### Floorplan with the power grid

Bar = 20 microns. Pins as bars on the die edge. Tap cells in gray.
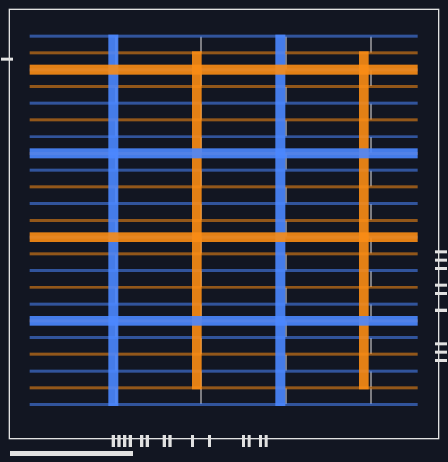
### Cells colored by class

Bar = 20 microns.
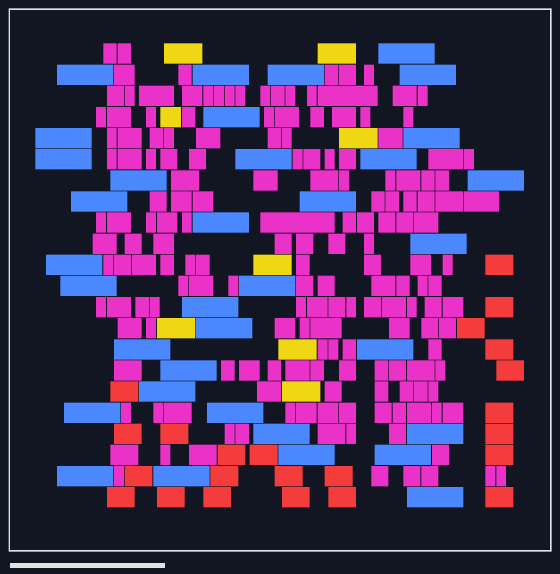
### Clock distribution

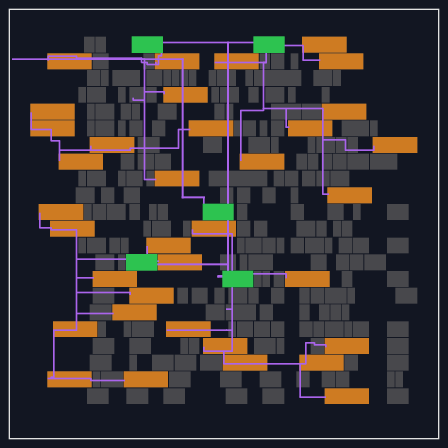
### Routed metal, one color a layer

Bar = 20 microns. Only two layers are drawn.
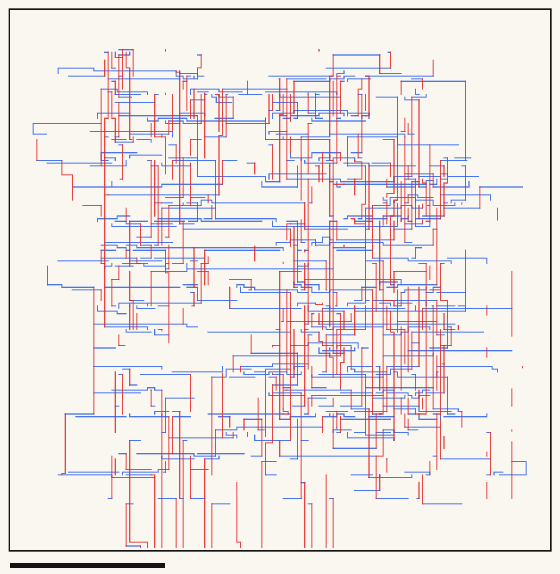
## config.mk

```make
export PLATFORM = sky130hd
export DESIGN_NAME = cnn_inference_sequencer
export DESIGN_NICKNAME = d
export VERILOG_FILES = /design/src/rtl/cnn_pkg.sv /design/src/rtl/cnn_seq_watchdog.sv /design/src/rtl/cnn_inference_sequencer.sv
export SDC_FILE = /design/constraint.sdc
export NUM_CORES = 1
export LEC_CHECK = 0
export CAP_MARGIN = 20
export CORE_MARGIN = 3
export CORE_UTILIZATION = 45
export CTS_BUF_LIST = sky130_fd_sc_hd__clkbuf_4 sky130_fd_sc_hd__clkbuf_8 sky130_fd_sc_hd__clkbuf_16
export DETAILED_ROUTE_END_ITERATION = 16
export PLACE_DENSITY = 0.67
export SLEW_MARGIN = 10
export SYNTH_ARGS = -nofsm -noshare
export SYNTH_HDL_FRONTEND = slang
export SYNTH_SLANG_ARGS = --single-unit
```

## constraint.sdc

```tcl
create_clock -name clk -period 5 [get_ports clk]
set_input_delay 0.5 -clock clk [delete_from_list [all_inputs] [get_ports clk]]
set_output_delay 0.5 -clock clk [all_outputs]
set_load 0.01 [all_outputs]
```

## src/rtl/cnn_pkg.sv

```systemverilog
// -----------------------------------------------------------------------------
// cnn_pkg
// Shared types for the MNIST inference sequencer.
//   seq_state_t : sequencer FSM states
//   stage_t     : pipeline stage identifier, also reported on err_stage
//   stage_of()  : maps a RUN_*/WAIT_* state to the stage it belongs to
//   is_run()    : state issues a run pulse
//   is_wait()   : state waits on a stage done (watchdog armed)
// -----------------------------------------------------------------------------
package cnn_pkg;

  typedef enum logic [3:0] {
    IDLE,
    RUN_C1,
    WAIT_C1,
    RUN_C2,
    WAIT_C2,
    RUN_MLP,
    WAIT_MLP,
    CMP,
    ERR
  } seq_state_t;

  typedef enum logic [1:0] {
    STG_NONE  = 2'd0,
    STG_CONV1 = 2'd1,
    STG_CONV2 = 2'd2,
    STG_MLP   = 2'd3
  } stage_t;

  function automatic stage_t stage_of(input seq_state_t s);
    case (s)
      RUN_C1, WAIT_C1:   return STG_CONV1;
      RUN_C2, WAIT_C2:   return STG_CONV2;
      RUN_MLP, WAIT_MLP: return STG_MLP;
      default:           return STG_NONE;
    endcase
  endfunction

  function automatic logic is_run(input seq_state_t s);
    return s inside {RUN_C1, RUN_C2, RUN_MLP};
  endfunction

  function automatic logic is_wait(input seq_state_t s);
    return s inside {WAIT_C1, WAIT_C2, WAIT_MLP};
  endfunction

endpackage

```

## src/rtl/cnn_seq_watchdog.sv

```systemverilog
// -----------------------------------------------------------------------------
// cnn_seq_watchdog
// Per-stage timeout counter for the inference sequencer.
// Ports:
//   clk       in  system clock
//   reset     in  synchronous active-high reset
//   clear_i   in  restart the count (asserted while a run pulse is issued)
//   enable_i  in  count this cycle (asserted while waiting on a stage done)
//   expired_o out this enabled cycle is the TIMEOUT_CYCLES-th one without done
// The counter saturates at all-ones and never wraps.
// -----------------------------------------------------------------------------
module cnn_seq_watchdog #(
  parameter int TMO_W          = 20,
  parameter int TIMEOUT_CYCLES = 1048575
) (
  input  logic clk,
  input  logic reset,
  input  logic clear_i,
  input  logic enable_i,
  output logic expired_o
);

  // count_q holds the number of enabled cycles already completed, so the
  // cycle in which it equals TIMEOUT_CYCLES-1 is the last one allowed.
  localparam logic [TMO_W-1:0] LAST_CNT = TMO_W'(TIMEOUT_CYCLES - 1);

  logic [TMO_W-1:0] count_q, count_d;

  always_comb begin
    // NOTE: default assignment first so every path drives count_d; no latch.
    count_d = count_q;
    if (clear_i) begin
      count_d = '0;
    end else if (enable_i && !(&count_q)) begin
      count_d = count_q + 1'b1;
    end
  end

  always_ff @(posedge clk) begin
    // NOTE: non-blocking assignments for all clocked state so every flop
    // samples pre-edge values regardless of process ordering.
    if (reset) begin
      count_q <= '0;
    end else begin
      count_q <= count_d;
    end
  end

  assign expired_o = enable_i && (count_q >= LAST_CNT);

endmodule

```

## src/rtl/cnn_inference_sequencer.sv

```systemverilog
// -----------------------------------------------------------------------------
// cnn_inference_sequencer
// Top-level controller for one MNIST inference:
//   conv1 -> conv2 -> MLP -> comparator.
// A rising edge on the host start level launches one inference; each stage
// receives a single-cycle run pulse and the sequencer waits for its done.
// Host writes into the input image memory are dropped while busy.
// A per-stage watchdog moves the FSM to ERR if a stage never finishes.
//
// Ports:
//   clk, reset        clock, synchronous active-high reset
//   start             host start level (rising edge requests an inference)
//   host_wen_in       host write enable toward the image memory
//   mem_wen           host_wen_in gated by ~busy (combinational)
//   conv1_run/done    conv layer 1 run pulse / finished
//   conv2_run/done    conv layer 2 run pulse / finished
//   mlp_start/done    MLP run pulse / finished
//   class_in          comparator output
//   class_out         latched classification
//   class_valid       class_out valid, sticky until next accepted start
//   busy              inference in flight
//   error             watchdog fired, sticky until next accepted start
//   err_stage         stage_t of the stage that timed out
//   perf_c1/c2/mlp    per-stage cycle counts (only with CNN_SEQ_PERF_EN)
//
// Optional feature macro: CNN_SEQ_PERF_EN adds the perf_* counters/ports.
// -----------------------------------------------------------------------------
module cnn_inference_sequencer
  import cnn_pkg::*;
#(
  parameter int CLASS_W        = 4,
  parameter int TIMEOUT_CYCLES = 1048575,
  parameter int TMO_W          = 20,
  parameter int CMP_LAT        = 1
`ifdef CNN_SEQ_PERF_EN
  , parameter int PERF_W       = 24
`endif
) (
  input  logic               clk,
  input  logic               reset,
  input  logic               start,
  input  logic               host_wen_in,
  output logic               mem_wen,
  output logic               conv1_run,
  input  logic               conv1_done,
  output logic               conv2_run,
  input  logic               conv2_done,
  output logic               mlp_start,
  input  logic               mlp_done,
  input  logic [CLASS_W-1:0] class_in,
  output logic [CLASS_W-1:0] class_out,
  output logic               class_valid,
  output logic               busy,
  output logic               error,
  output logic [1:0]         err_stage
`ifdef CNN_SEQ_PERF_EN
  , output logic [PERF_W-1:0] perf_c1
  , output logic [PERF_W-1:0] perf_c2
  , output logic [PERF_W-1:0] perf_mlp
`endif
);

  localparam int              CMP_W    = (CMP_LAT > 1) ? $clog2(CMP_LAT) : 1;
  localparam logic [CMP_W-1:0] CMP_LAST = CMP_W'(CMP_LAT - 1);

  seq_state_t         state_q, state_d;
  logic               start_q, start_qq;
  logic               rise, accept;
  logic [CMP_W-1:0]   cmp_cnt_q, cmp_cnt_d;
  logic               cmp_last;
  logic               wd_clear, wd_enable, wd_expired;

  logic [CLASS_W-1:0] class_q, class_d;
  logic               class_valid_q, class_valid_d;
  logic               error_q, error_d;
  stage_t             err_stage_q, err_stage_d;

  // Two-flop edge detector on the host start level.
  assign rise   = start_q & ~start_qq;
  // A rise is only honoured when no inference is running; it is not queued.
  assign accept = rise && (state_q == IDLE || state_q == ERR);

  assign cmp_last  = (cmp_cnt_q == CMP_LAST);
  assign cmp_cnt_d = (state_q == CMP) ? cmp_cnt_q + 1'b1 : '0;

  assign wd_clear  = is_run(state_q);
  assign wd_enable = is_wait(state_q);

  cnn_seq_watchdog #(
    .TMO_W          (TMO_W),
    .TIMEOUT_CYCLES (TIMEOUT_CYCLES)
  ) u_watchdog (
    .clk       (clk),
    .reset     (reset),
    .clear_i   (wd_clear),
    .enable_i  (wd_enable),
    .expired_o (wd_expired)
  );

  // ---------------------------------------------------------------------------
  // FSM: state register
  // ---------------------------------------------------------------------------
  always_ff @(posedge clk) begin
    if (reset) begin
      state_q   <= IDLE;
      start_q   <= 1'b0;
      start_qq  <= 1'b0;
      cmp_cnt_q <= '0;
    end else begin
      state_q   <= state_d;
      start_q   <= start;
      start_qq  <= start_q;
      cmp_cnt_q <= cmp_cnt_d;
    end
  end

  // ---------------------------------------------------------------------------
  // FSM: next state. Done inputs are looked at only in their own WAIT state;
  // done is tested before the watchdog so a same-cycle done wins.
  // ---------------------------------------------------------------------------
  always_comb begin
    state_d = state_q;
    unique case (state_q)
      IDLE, ERR: if (rise) state_d = RUN_C1;
      RUN_C1:    state_d = WAIT_C1;
      WAIT_C1: begin
        if (conv1_done)      state_d = RUN_C2;
        else if (wd_expired) state_d = ERR;
      end
      RUN_C2:    state_d = WAIT_C2;
      WAIT_C2: begin
        if (conv2_done)      state_d = RUN_MLP;
        else if (wd_expired) state_d = ERR;
      end
      RUN_MLP:   state_d = WAIT_MLP;
      WAIT_MLP: begin
        if (mlp_done)        state_d = CMP;
        else if (wd_expired) state_d = ERR;
      end
      CMP:       if (cmp_last) state_d = IDLE;
      default:   state_d = IDLE;
    endcase
  end

  // ---------------------------------------------------------------------------
  // FSM: Moore outputs
  // ---------------------------------------------------------------------------
  always_comb begin
    conv1_run = (state_q == RUN_C1);
    conv2_run = (state_q == RUN_C2);
    mlp_start = (state_q == RUN_MLP);
    busy      = !(state_q inside {IDLE, ERR});
    mem_wen   = host_wen_in & ~busy;
  end

  // ---------------------------------------------------------------------------
  // Result and error registers
  // ---------------------------------------------------------------------------
  always_comb begin
    class_d       = class_q;
    class_valid_d = class_valid_q;
    error_d       = error_q;
    err_stage_d   = err_stage_q;
    if (accept) begin
      class_valid_d = 1'b0;
      error_d       = 1'b0;
      err_stage_d   = STG_NONE;
    end
    // Comparator output is valid on the last CMP cycle.
    if (state_q == CMP && cmp_last) begin
      class_d       = class_in;
      class_valid_d = 1'b1;
    end
    if (is_wait(state_q) && state_d == ERR) begin
      error_d     = 1'b1;
      err_stage_d = stage_of(state_q);
    end
  end

  always_ff @(posedge clk) begin
    if (reset) begin
      class_q       <= '0;
      class_valid_q <= 1'b0;
      error_q       <= 1'b0;
      err_stage_q   <= STG_NONE;
    end else begin
      class_q       <= class_d;
      class_valid_q <= class_valid_d;
      error_q       <= error_d;
      err_stage_q   <= err_stage_d;
    end
  end

  assign class_out   = class_q;
  assign class_valid = class_valid_q;
  assign error       = error_q;
  assign err_stage   = err_stage_q;

`ifdef CNN_SEQ_PERF_EN
  // ---------------------------------------------------------------------------
  // Per-stage latency counters: every cycle spent in RUN_x or WAIT_x counts,
  // so the done-accept cycle is included. Saturating, cleared on accept.
  // ---------------------------------------------------------------------------
  logic [PERF_W-1:0] perf_c1_q, perf_c1_d;
  logic [PERF_W-1:0] perf_c2_q, perf_c2_d;
  logic [PERF_W-1:0] perf_mlp_q, perf_mlp_d;

  function automatic logic [PERF_W-1:0] sat_inc(input logic [PERF_W-1:0] v);
    return (&v) ? v : v + 1'b1;
  endfunction

  always_comb begin
    perf_c1_d  = perf_c1_q;
    perf_c2_d  = perf_c2_q;
    perf_mlp_d = perf_mlp_q;
    if (accept) begin
      perf_c1_d  = '0;
      perf_c2_d  = '0;
      perf_mlp_d = '0;
    end else begin
      unique case (stage_of(state_q))
        STG_CONV1: perf_c1_d  = sat_inc(perf_c1_q);
        STG_CONV2: perf_c2_d  = sat_inc(perf_c2_q);
        STG_MLP:   perf_mlp_d = sat_inc(perf_mlp_q);
        default:   ;
      endcase
    end
  end

  always_ff @(posedge clk) begin
    if (reset) begin
      perf_c1_q  <= '0;
      perf_c2_q  <= '0;
      perf_mlp_q <= '0;
    end else begin
      perf_c1_q  <= perf_c1_d;
      perf_c2_q  <= perf_c2_d;
      perf_mlp_q <= perf_mlp_d;
    end
  end

  assign perf_c1  = perf_c1_q;
  assign perf_c2  = perf_c2_q;
  assign perf_mlp = perf_mlp_q;
`endif

endmodule

```

==> deck_impl_summary.md <==
Synthesis and Place & Route Summary

Logic synthesis
  – Synth Register Bits: 35
  – Area leader, netlist: dfxtp_1
  – EDFF count, synth: 0

Final timing
  – Slew Viols, Final: 0
  – Max_slew headroom: 43.68%
  – Worst Tran Pin Value: 0.8385 ns
  – Setup TNS: 0 ns

Setup path
  – Crit-path max cell delay: 0.61 ns
  – Reg2reg end: err_stage[0]
  – Reg2reg start: u_watchdog.count_q[10]
  – R2r setup slk: 2.72 ns
  – Critical path depth in cells: 3
  – CP Max Fanout: 15
  – Setup CP Type: register to output pin
  – Worst-path cell chain: nand2b_1 -> nor3b_1 -> clkdlybuf4s50_1

Power
  – Final Power: 0.0005684 W
  – Static leakage: 0.7444 nW

GRT
  – Grt met2 use: 24.47%
  – Largest net degree at the start of global routing: 20
  – GR Util met1: 22.91%
  – GRT Residual Overflow: 0

Routing
  – Drt pass-1 iters: 4
  – Final wirelength: 3819 microns
  – Top routing layer used: met4
  – Met2 wire length: 1650 microns

Clock network
  – Root buf cell: clkbuf_8
  – Post-CTS Setup Bufs: 0
  – TritonCTS Buffers: 5
  – Clock Path Buffers: 2
  – Clk slew on worst S/H paths: 0.07 ns

Final layout
  – Util after Layout: 57.53%
  – Register Area: 700.7 sq um
  – Finished Layout Cells: 288
  – Comb gate area: 0.001041 sq mm
  – Final Cell Area: 0.002170 sq mm
  – FILL cells: 354
  – Layout overhead on the synthesized area: 19.42%

Run status
  – Status: finished, final reports clean

Placed design
  – Dpl cells: 280
  – Routability cong.: 0.7727
Notes on 'Floorplan with the power grid' above:
Key: blue = VSS; orange = VDD
48 tap cells. 4 straps on met4. The core has 22 rows. 4 straps on met5.

Notes on 'Cells colored by class' above:
Key: red = remaining buffers and delay cells [cells 23, share of their area 11%]; magenta = remaining logic cells [cells 174, share of their area 51%]; blue = registers [cells 35, share of their area 33%]; yellow = clock drivers and dummy loads [cells 8, share of their area 4.9%]

Notes on 'Clock distribution' above:
Key: orange = flip-flops [count 35]; green = clock-net drivers [count 5]; purple = clock wires [length 472 microns]
Position of the flops: all over the die.

Notes on 'Routed metal, one color a layer' above:
Key: red = M2 [wire length 1650 microns]; blue = M1 [wire length 1850 microns]

==> cell type report <==
class                           count  area share, %
Multi-Input combinational cell    165          47.98
Sequential cell                    35          32.30
Timing Repair Buffer               23          10.61
Clock buffer                        8          4.787
Tap cell                           48          2.768
Inverter                            9          1.557
==> flip-flops by register name (all words and copies together), names as in the netlist <==
signal / flops
err_stage: 2
cmp_cnt_q: 1
error: 1
u_watchdog.count_q: 20
class_out: 4
start_qq: 1
state_q: 4
start_q: 1
class_valid: 1
==> kinds of logic (layout without fill, tap and decap cells) <==
logic type               after synthesis  after routing  synth area share [%]
AND-OR/OR-AND                         52             52                 20.52
flip-flops                            35             35                 38.57
XOR/XNOR                               9              9                 4.339
buffers and inverters                 19             40                 4.132
adder cells (fa/ha/maj)                2              2                 1.377
AND/OR/NAND/NOR                       97             97                 28.31
multiplexers                           5              5                 2.755
==> worst register-to-register path, cell delays in order (launching register included) <==
cell       delay [ns]
dfxtp_1          0.44
nand4_2          0.22
nor4_4           0.82
a31oi_1          0.32
o2111ai_1        0.27
o31ai_1          0.10
==> how the worst max path moves through the flow <==
stage | startpoint | end | slack [ns]
after floorplan | u_watchdog.count_q[10] | u_watchdog.count_q[0] | 3.30
after global placement | reset | u_watchdog.count_q[19] | 2.62
after detailed placement | reset | u_watchdog.count_q[18] | 2.57
after CTS | state_q[1] | conv2_run | 2.60
after global routing | state_q[1] | conv2_run | 2.43
final | state_q[2] | mlp_start | 2.62
==> stage by stage <==
stage | hold slack, ns | setup slack [ns]
floorplan | 0.4392 | 3.302
global placement | 0.4666 | 2.618
global route | 0.4802 | 2.427
detailed placement | 0.4577 | 2.574
CTS | 0.4671 | 2.605
finish | 0.4638 | 2.615
Power is estimated from default activity; no workload was simulated.
